### Cell placement

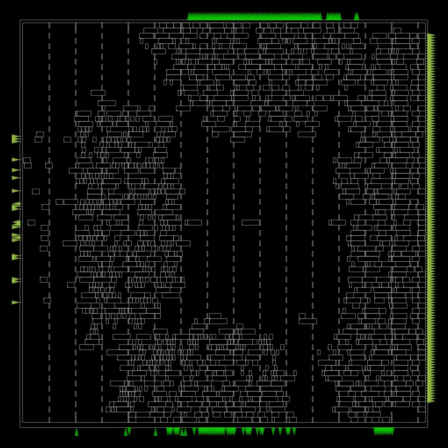
### Placed cells, one colour a class

Bar = 50 µm.
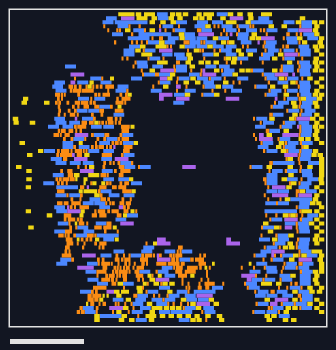
### Gate-type map

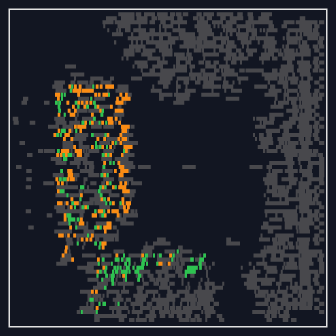
### Clock network drawn from the DEF

Bar = 50 µm.
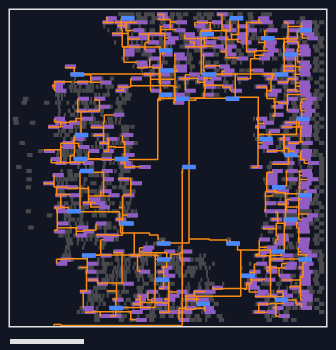
==> config.mk <==
export PLATFORM = sky130hd
export DESIGN_NAME = row_issue_sequencer
export DESIGN_NICKNAME = d
export VERILOG_FILES = /design/src/rtl/row_issue_sequencer.sv
export SDC_FILE = /design/constraint.sdc
export NUM_CORES = 1
export LEC_CHECK = 0
export ABC_AREA = 1
export CAP_MARGIN = 25
export CORE_UTILIZATION = 25
export CTS_CLUSTER_SIZE = 20
export DETAILED_ROUTE_END_ITERATION = 12
export PLACE_DENSITY = 0.58
export RECOVER_POWER = 50
export SYNTH_ARGS = -nofsm -noshare
export SYNTH_HDL_FRONTEND = slang
export SYNTH_SLANG_ARGS = --single-unit
==> constraint.sdc <==
create_clock -name clk -period 2.73 [get_ports clk]
set_clock_uncertainty 0.15 [all_clocks]
set_input_delay 0.546 -clock clk [delete_from_list [all_inputs] [get_ports clk]]
set_output_delay 0.546 -clock clk [all_outputs]
set_load 0.03 [all_outputs]
==> src/rtl/row_issue_sequencer.sv <==
// row_issue_sequencer
// Buffers a serial operand stream from the tile loader in a small FIFO and
// issues one element per cycle onto the row broadcast bus as a one-hot lane
// strobe with lane-aligned data. Tracks matrix boundaries and completed rows.
module row_issue_sequencer #(
    parameter int ARRAY_SIZE = 16,
    parameter int DATA_WIDTH = 16,
    parameter int FIFO_DEPTH = 4,
    parameter int ROW_CNT_W  = 8
) (
    input  logic                             clk,
    input  logic                             rst_n,
    input  logic                             start,
    input  logic                             issue_en,
    input  logic                             s_valid,
    output logic                             s_ready,
    input  logic [DATA_WIDTH-1:0]            s_data,
    input  logic                             s_last,
    output logic [ARRAY_SIZE-1:0]            valid_out,
    output logic [ARRAY_SIZE*DATA_WIDTH-1:0] data_out,
    output logic [ROW_CNT_W-1:0]             row_count,
    output logic                             busy,
    output logic                             done
);

    localparam int PTR_W   = $clog2(FIFO_DEPTH);
    localparam int CNT_W   = $clog2(FIFO_DEPTH + 1);
    localparam int LANE_W  = $clog2(ARRAY_SIZE);
    localparam int ENTRY_W = DATA_WIDTH + 1;

    localparam logic [PTR_W-1:0]     PTR_ONE  = PTR_W'(1);
    localparam logic [CNT_W-1:0]     CNT_ONE  = CNT_W'(1);
    localparam logic [CNT_W-1:0]     CNT_FULL = CNT_W'(FIFO_DEPTH);
    localparam logic [LANE_W-1:0]    LANE_ONE = LANE_W'(1);
    localparam logic [LANE_W-1:0]    LANE_MAX = LANE_W'(ARRAY_SIZE - 1);
    localparam logic [ROW_CNT_W-1:0] ROW_ONE  = ROW_CNT_W'(1);
    localparam logic [ROW_CNT_W-1:0] ROW_SAT  = {ROW_CNT_W{1'b1}};

    typedef enum logic [1:0] {
        ST_IDLE = 2'd0,
        ST_RUN  = 2'd1,
        ST_DONE = 2'd2
    } state_t;

    // Registered state and its next-state values
    state_t                          state_q,     state_d;
    logic [ENTRY_W-1:0]              mem_q [FIFO_DEPTH];
    logic [ENTRY_W-1:0]              mem_d [FIFO_DEPTH];
    logic [PTR_W-1:0]                wr_ptr_q,    wr_ptr_d;
    logic [PTR_W-1:0]                rd_ptr_q,    rd_ptr_d;
    logic [CNT_W-1:0]                count_q,     count_d;
    logic                            s_ready_q,   s_ready_d;
    logic [LANE_W-1:0]               lane_ptr_q,  lane_ptr_d;
    logic [ROW_CNT_W-1:0]            row_count_q, row_count_d;
    logic [ARRAY_SIZE-1:0]           valid_out_q, valid_out_d;
    logic [ARRAY_SIZE*DATA_WIDTH-1:0] data_out_q, data_out_d;
    logic                            busy_q,      busy_d;
    logic                            done_q,      done_d;

    // Combinational helpers
    logic                  push_s;
    logic                  pop_s;
    logic                  head_last_s;
    logic [DATA_WIDTH-1:0] head_data_s;
    logic                  lane_wrap_s;

    // Next-state logic: FIFO bookkeeping, FSM, lane walk and bus formatting
    always_comb begin
        state_d     = state_q;
        mem_d       = mem_q;
        wr_ptr_d    = wr_ptr_q;
        rd_ptr_d    = rd_ptr_q;
        count_d     = count_q;
        lane_ptr_d  = lane_ptr_q;
        row_count_d = row_count_q;
        valid_out_d = '0;
        data_out_d  = '0;
        done_d      = 1'b0;
        lane_wrap_s = 1'b0;

        // s_ready is registered, so a push never depends on this cycle's pop
        push_s      = s_valid && s_ready_q;
        pop_s       = (state_q == ST_RUN) && issue_en && (count_q != '0);
        head_last_s = mem_q[rd_ptr_q][DATA_WIDTH];
        head_data_s = mem_q[rd_ptr_q][DATA_WIDTH-1:0];

        if (push_s) begin
            mem_d[wr_ptr_q] = {s_last, s_data};
            wr_ptr_d        = wr_ptr_q + PTR_ONE;
        end else begin
            wr_ptr_d = wr_ptr_q;
        end

        if (pop_s) begin
            rd_ptr_d = rd_ptr_q + PTR_ONE;
        end else begin
            rd_ptr_d = rd_ptr_q;
        end

        case ({push_s, pop_s})
            2'b10:   count_d = count_q + CNT_ONE;
            2'b01:   count_d = count_q - CNT_ONE;
            default: count_d = count_q;
        endcase

        case (state_q)
            ST_IDLE: begin
                if (start) begin
                    state_d     = ST_RUN;
                    row_count_d = '0;
                end else begin
                    state_d = ST_IDLE;
                end
            end
            ST_RUN: begin
                if (pop_s && head_last_s) begin
                    state_d = ST_DONE;
                end else begin
                    state_d = ST_RUN;
                end
            end
            ST_DONE: state_d = ST_IDLE;
            default: state_d = ST_IDLE;
        endcase

        if (pop_s) begin
            lane_wrap_s = (lane_ptr_q == LANE_MAX);
            for (int i = 0; i < ARRAY_SIZE; i++) begin
                if (lane_ptr_q == LANE_W'(i)) begin
                    valid_out_d[i]                           = 1'b1;
                    data_out_d[i*DATA_WIDTH +: DATA_WIDTH]   = head_data_s;
                end else begin
                    valid_out_d[i]                           = 1'b0;
                    data_out_d[i*DATA_WIDTH +: DATA_WIDTH]   = '0;
                end
            end
            // Only a full sweep counts as a row; a short final row does not
            if (lane_wrap_s && (row_count_q != ROW_SAT)) begin
                row_count_d = row_count_q + ROW_ONE;
            end else begin
                row_count_d = row_count_q;
            end
            // The last element of a matrix realigns the next matrix to lane 0
            if (lane_wrap_s || head_last_s) begin
                lane_ptr_d = '0;
            end else begin
                lane_ptr_d = lane_ptr_q + LANE_ONE;
            end
            done_d = head_last_s;
        end else begin
            valid_out_d = '0;
            data_out_d  = '0;
        end

        s_ready_d = (count_d < CNT_FULL);
        busy_d    = (state_d != ST_IDLE);
    end

    // State register with synchronous active-low reset that also flushes the FIFO
    always_ff @(posedge clk) begin
        if (!rst_n) begin
            state_q     <= ST_IDLE;
            for (int i = 0; i < FIFO_DEPTH; i++) begin
                mem_q[i] <= '0;
            end
            wr_ptr_q    <= '0;
            rd_ptr_q    <= '0;
            count_q     <= '0;
            s_ready_q   <= 1'b1;
            lane_ptr_q  <= '0;
            row_count_q <= '0;
            valid_out_q <= '0;
            data_out_q  <= '0;
            busy_q      <= 1'b0;
            done_q      <= 1'b0;
        end else begin
            state_q     <= state_d;
            mem_q       <= mem_d;
            wr_ptr_q    <= wr_ptr_d;
            rd_ptr_q    <= rd_ptr_d;
            count_q     <= count_d;
            s_ready_q   <= s_ready_d;
            lane_ptr_q  <= lane_ptr_d;
            row_count_q <= row_count_d;
            valid_out_q <= valid_out_d;
            data_out_q  <= data_out_d;
            busy_q      <= busy_d;
            done_q      <= done_d;
        end
    end

    assign s_ready   = s_ready_q;
    assign valid_out = valid_out_q;
    assign data_out  = data_out_q;
    assign row_count = row_count_q;
    assign busy      = busy_q;
    assign done      = done_q;

endmodule

==> impl_metrics.csv <==
group,metric,value,unit
drt,vias_per_cell,4.068,
power_and_ir_drop,ir_drop,0.3829,mV
logic_synthesis,synthArstFlopShare,0,
critical_path,r2r_cells,10,
logic_synthesis,ys_cells,1176,
power_and_ir_drop,p_per_area,710.3,nW/µm²
critical_path,cp_max_fo,17,
drt,ant_nets,0,
placed_design,dpl.cell_count,2045,
final_layout,clock_buffer_count,50,
min_path,min_to,"mem_q[67]",
clock_network,cts_buffer_depth,3,
final_layout,design_area,16060,µm²
final_layout,fillers,4449,
final_layout,comb_cells,662,
final_timing,fin_ws,0.2648,ns
job,max_cap_violations,0,
final_layout,comb_area,3118,µm²
final_timing,fin_crit_sh,0.9030,
final_timing,holdWs,0.2967,ns
final_timing,rsz0062_at_grt,"false",
final_timing,worst_pin_slew,0.9085,ns
logic_synthesis,synth_cells,1176,
placed_design,dp_slack,0.1073,ns
drt,vias,8603,
logic_synthesis,synth-seq-cells,364,
drt,finalWirelength,33210,µm
logic_synthesis,synthFlopType,"dfxtp_1",
logic_synthesis,logic_family,"simple AND/OR/NAND/NOR gates",
status,outcome,"finished clean",
floorplan,io_pins,305,
critical_path,cp-endpoint,"data_out[118]",
logic_synthesis,avgSynthCellArea,9.522,µm²
min_path,holdPathStages,2,
final_layout,seq_share,0.4539,
final_layout,final_cell_mix,"363 x dfxtp_1, 302 x clkdlybuf4s50_1, 285 x nor2_1",
logic_synthesis,synth-edff-count,0,
drt,dr.pass1.iters,4,
critical_path,startpoint_type,"primary input",
final_layout,clock_area_frac,0.07893,
placed_design,io_buffer_count,304,
clock_network,clk_latency,0.53,ns
final_timing,period_needed,2.465,ns
power_and_ir_drop,p_total,11.41,mW
min_path,hold_path.class,"reg2reg",
logic_synthesis,synthesis.nets,1209,
grt,antenna_found_initial,2,
grt,grt_first_pass_wirelength,48310,µm
clock_network,postCtsSetupBuffers,0,
job,warning_count,32,
critical_path,r2r_slack,0.31,ns
critical_path,rr_startpoint,"state_q[1]",
final_layout,areaGrowthSynthToFinish,43.40,%
placed_design,place_congestion,0.7634,
clock_network,postCtsResizedCells,0,
final_timing,slew_violations,0,
min_path,min_from,"mem_q[67]",
critical_path,r2r_end,"data_out[186]",
grt,overflow,0,
floorplan,fp-utilization,0.2532,
clock_network,tritoncts,"built",
drt,wl_per_cell,15.70,µm
critical_path,worstPathArrival,2.77,ns
critical_path,worstPathRequired,3.04,ns
clock_network,clk_pin_slew,0.06,ns
clock_network,cts-root-buf,"clkbuf_16",
placed_design,hpwl,22840,µm
grt,grt_max_degree,53,
logic_synthesis,synth-xor-area-share,0.002346,
final_layout,comb_area_frac,0.1942,
critical_path,crit_start,"issue_en",
clock_network,clock-sinks,364,
grt,grt_pass1_vias,8087,
final_timing,max_freq,405.6,MHz
logic_synthesis,ys_sh_mux,0,
logic_synthesis,ys_warn_count,0,
logic_synthesis,ys_types,28,
critical_path,cp-end-kind,"flop",
logic_synthesis,synth.cellmix.compoundShare,0.09453,
placed_design,dpl_cell_area,14920,µm²
final_layout,seq_area,7288,µm²
final_timing,slew_headroom,0.3943,
final_layout,lay_top_count,"dfxtp_1",
drt,drtIter0Drc,535,
floorplan,chipArea,45640,µm²
logic_synthesis,synth_chip_area,11200,µm²
final_timing,tns,0,ns
final_layout,largest_cell_class,"flip-flops and latches",
drt,remaining_drc_errors,0,
logic_synthesis,ys_seq_share,0.6507,
final_layout,diodes,1,
clock_network,hold_buffers,0,
final_timing,setup_violations,0,
final_layout,drive_gt1_frac,0.09593,
floorplan,core-area,44220,µm²
final_layout,inverters,81,
final_timing,hold_viol,0,
critical_path,critical_path_class,"in2reg",
power_and_ir_drop,p_leak,5.839,nW
clock_network,htree_levels,2,
final_layout,nets,1526,
logic_synthesis,synthSimpleGateAreaFrac,0.1778,
final_layout,n_all_buffers,346,
logic_synthesis,synth_area,11200,µm²
clock_network,cts_made_buffers,38,
logic_synthesis,adder_share,0.01296,
floorplan,fp.dieW,213.6,µm
grt,grt_usage,0.1401,
final_layout,sequential_cell_total,364,
floorplan,fp.dieH,213.6,µm
final_layout,buffer_area_frac,0.2078,
About 'Cell placement':
Final Non-Filler Cells: 2115
row count: 77
tap cells: 592
post-layout util: 0.3631

About 'Placed cells, one colour a class':
remaining logic cells -> orange  # cells 743, share of their area 22%
clock drivers and dummy loads -> purple  # cells 69, share of their area 8.3%
sequential cells -> blue  # cells 364, share of their area 48%
remaining buffers and delay cells -> yellow  # cells 346, share of their area 22%

About 'Gate-type map':
nand cells -> green  # cells 163, most used nand2_1
aoi and oai cells -> orange  # cells 187, most used a21oi_1, where left middle

About 'Clock network drawn from the DEF':
flip-flops -> purple  # count 364
clock wires -> orange  # length 4380 µm
clock-net drivers -> blue  # count 38
routed clock nets = 39

worst max-delay path, cell delays in order:
cell and delay, ns:
clkdlybuf4s50_1 0.46, inv_1 0.04, nor2_1 0.14, nand2_2 0.07, clkbuf_1 0.27, nor2_1 0.28, buf_4 0.25, nand3_1 0.12
clkbuf_2 0.37, nor2_1 0.20
Yosys cell counts (all sizes together) (2+ instances only):
cell	count	area [µm²]
a21oi	112	680.7
ha	10	125.1
xor2	2	17.52
nand3	53	280.3
nand4	4	25.02
clkbuf	22	82.58
nor2	295	1222
nand2	106	445.4
buf	47	304.0
dfxtp	364	7287
o21ai	74	370.4
inv	81	304.0
metal layers:
metal | GRT usage | vias to the layer above | wire length (µm) | share of wire
met5 | 0 | - | 11 | 0.00033
met4 | 0.04803 | 2 | 876 | 0.026
met3 | 0.03617 | 56 | 2248 | 0.068
met2 | 0.2365 | 282 | 15320 | 0.46
met1 | 0.1724 | 3939 | 14750 | 0.44
li1 | - | 4324 | - | -
flip-flops by register name, summed over array words and instances (netlist names), named ones only:
register and count:
row_count 8, busy 1, done 1, mem_q 68, wr_ptr_q 2, state_q 2, s_ready 1, data_out 256
rd_ptr_q 2, count_q 2, valid_out 16, lane_ptr_q 4
power breakdown:
group	leakage [nW]	internal (mW)	switching, mW	total [mW]
Combinational	2.28	0.223	0.523	0.746
Clock	0.624	3.09	2.14	5.23
Sequential	2.94	5.39	0.0408	5.44
Total	5.84	8.70	2.70	11.4
cells by family (layout without fill, tap and decap cells):
family / count (synthesis) / after routing
compound gates: 187 / 187
buf+inv: 150 / 496
other cells: 0 / 1
simple gates: 461 / 461
xor+xnor: 3 / 3
fa+ha+maj: 11 / 11
flops: 364 / 364
No activity file was given, so power comes from the tool's default toggle rates.
